cell_density.png
(2 px per um) The die is cut into 17 by 17 equal tiles; dark blue is low, red is high, 0 to 100% covered.
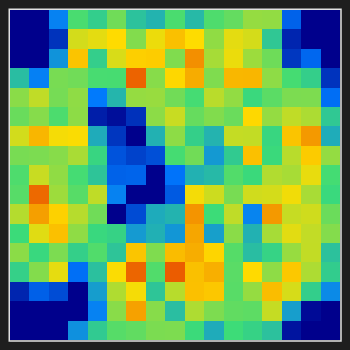
layer_met1.png
(3 px per um) Supply wires on this layer in gray. Cells faint in the background.
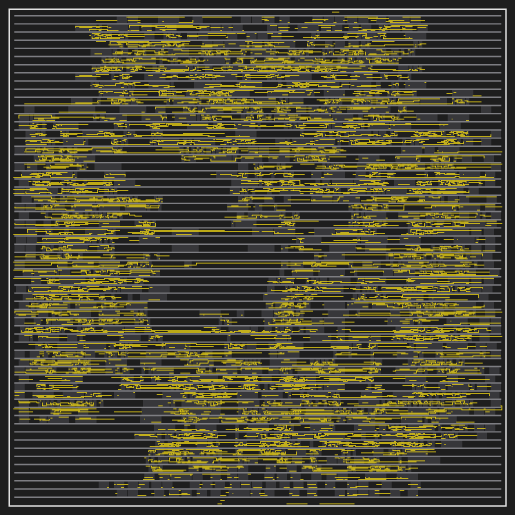
io_fan.png
(2 px per um)
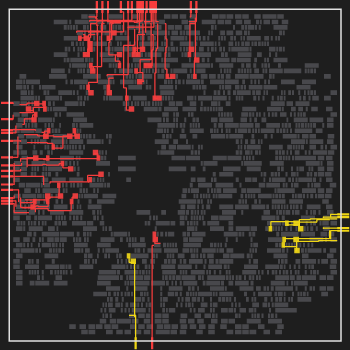
==> config.mk <==
export PLATFORM = sky130hd
export DESIGN_NAME = ex_mem_reg
export DESIGN_NICKNAME = d
export VERILOG_FILES = /design/src/rtl/ex_mem_reg.sv
export SDC_FILE = /design/constraint.sdc
export NUM_CORES = 1
export LEC_CHECK = 0
export ABC_AREA = 1
export ABC_CLOCK_PERIOD_IN_PS = 2300
export CORE_UTILIZATION = 40
export CTS_CLUSTER_SIZE = 25
export DETAILED_ROUTE_END_ITERATION = 10
export PLACE_DENSITY = 0.72
export SYNTH_ARGS = -nofsm -noshare
export SYNTH_HDL_FRONTEND = slang
export SYNTH_SLANG_ARGS = --single-unit
==> constraint.sdc <==
create_clock -name Clk -period 2.3 [get_ports Clk]
set_input_delay 0.345 -clock Clk [delete_from_list [all_inputs] [get_ports Clk]]
set_output_delay 0.345 -clock Clk [all_outputs]
set_load 0.03 [all_outputs]
==> results.cfg <==
; synthesis and place-and-route metrics
[outcome]
status = complete, no violations

[cells_and_area]
final_nets = 1859
largest_register_ffs = 107
area_delta_synth_final_pct = 30.7
fin_cells = 2097

[synthesis]
synthMuxAreaShare = 0
synth-warning-count = 0
syn_area_mm2 = 0.0106
yosys-top-cells-area = dfxtp_1 41%, nand2_1 16%, nor2_1 7.9%
xor_share = 0
numSynthFlops = 218
ys_cells = 1596
fp_nets = 1712
ff_type = dfxtp_1
synth_cells = 1596
synth_cell_types = 22
top_logic_kind = simple AND/OR/NAND/NOR gates
ys_seq_share = 0.410

[grt]
grt_max_degree = 104
antenna_found_initial = 0
grt_use_total = 0.224
grt_pass1_vias = 9407

[power_and_ir_drop]
powerDensity_mw_per_mm2 = 713
leakage_nw = 5.22
ir_drop_uv = 475

[timing]
finalHoldViolCount = 0
final.setup.tns_ns = 0
drv_slew = 0
whs_ns = 0.169
period_needed_ns = 2.16
max_freq_mhz = 463
rsz0062_at_grt = false
relSlewSlack = 0.488
worstMarginPinSlew_ns = 0.768

[cts]
clk_path_buf_depth = 3
ctsHoldBuffers = 0
worstSkewPairLatency_ns = 0.52
post-cts-setup-buffers = 0
numCtsBuffers = 24
cts-root-buf = clkbuf_16
clk_pin_slew_worst_paths_ns = 0.06

[run]
warnings = 38
drv_cap = 0

[route]
avgRoutedWirePerCell_um = 15.1
dr.pass1.iters = 6
drt_iter0_markers = 709
vias_per_cell = 5.00

[placement]
gp_congestion = 0.797

[floorplan]
die_h_um = 165
fp.dieW_um = 165
chipArea_mm2 = 0.0273
Back to the opening pictures, cell_density.png:
The mean over all tiles is 50%. 13% of the tiles are over 75% full. The fullest tile reaches 90%.
core area: 0.0261 mm^2
Post-Route Utilization: 0.534
FP Core Util: 0.408

Back to the opening pictures, layer_met1.png:
The layer carries 13,600 um of wire. The wires run mostly horizontal.
met1 GRT Util: 0.294
final WL: 31,600 um
vias: 10.5k

Back to the opening pictures, io_fan.png:
WriteReg_in: drawn in yellow, bits 5, direction input, edge 4 right, 1 bottom, end cells 10, buffers 5, wire 204 um. ALUResult_in: drawn in red, bits 32, direction input, edge 17 top, 14 left, 1 bottom, end cells 64, buffers 32, wire 1,210 um.
Ports: 254
I/O Buffers: 253

-- cell usage in the layout (no fill, tap or decap), drive strengths merged --
cell type,count
nand2,443
clkdlybuf4s50,252
nor2,225
dfxtp,218
inv,115
o21ai,113
a21oi,107
nand3,106
a21boi,104
clkbuf,31
buf,24
clkinv,9
clkinvlp,4
ha,4
bufinv,3
diode,2
nor3,1
nand4,1
-- where the power goes --
part / switching, mW / total (mW) / internal [mW]
Combinational: 1.09 / 1.85 / 0.766
Clock: 1.59 / 4.00 / 2.42
Sequential: 0.113 / 4.06 / 3.95
Total: 2.79 / 9.92 / 7.13
-- cell usage after synthesis (all sizes together) (4+ instances only) --
cell type  number
o21ai         113
nand2         443
buf            89
a21boi        104
inv           119
a21oi         107
nand3         106
ha              4
dfxtp         218
clkbuf         66
nor2          225
-- metrics by stage --
stage / cell area, um^2 / total power, mW / setup slack, ns
floorplan: 10600 / 5.25 / 0.706
global placement: 13100 / 5.97 / 0.191
detailed placement: 13100 / 6.00 / 0.152
CTS: 13900 / 9.99 / 0.107
global route: 13900 / 10.3 / 0.0373
finish: 13900 / 9.92 / 0.141
-- worst max-delay path, stage by stage, from the launching register on --
cell and delay, ns:
dfxtp_1 0.41, nand2_1 0.08, nor2_1 0.10, clkdlybuf4s50_1 0.70
-- per-layer routing --
metal	vias up	track usage	wire, um
met3	64	0.0325	2180
met5	-	0	0
met2	375	0.375	15000
met1	4763	0.294	13600
met4	0	0.0759	924
li1	5291	-	-
-- layout make-up --
type / instances / area [um^2]
Fill cell: 2472 / 12200
Sequential cell: 218 / 4360
Timing Repair Buffer: 276 / 2800
Clock buffer: 31 / 678
Inverter: 119 / 452
Antenna cell: 2 / 5.00
Tap cell: 335 / 419
Multi-Input combinational cell: 1104 / 5040
Clock inverter: 12 / 145
-- kinds of logic (layout without fill, tap and decap cells) --
group           count (synthesis)  after routing
flops                         218            218
other cells                     0              2
buf+inv                       274            438
compound gates                324            324
simple gates                  776            776
fa+ha+maj                       4              4
Power is estimated from default activity; no workload was simulated.
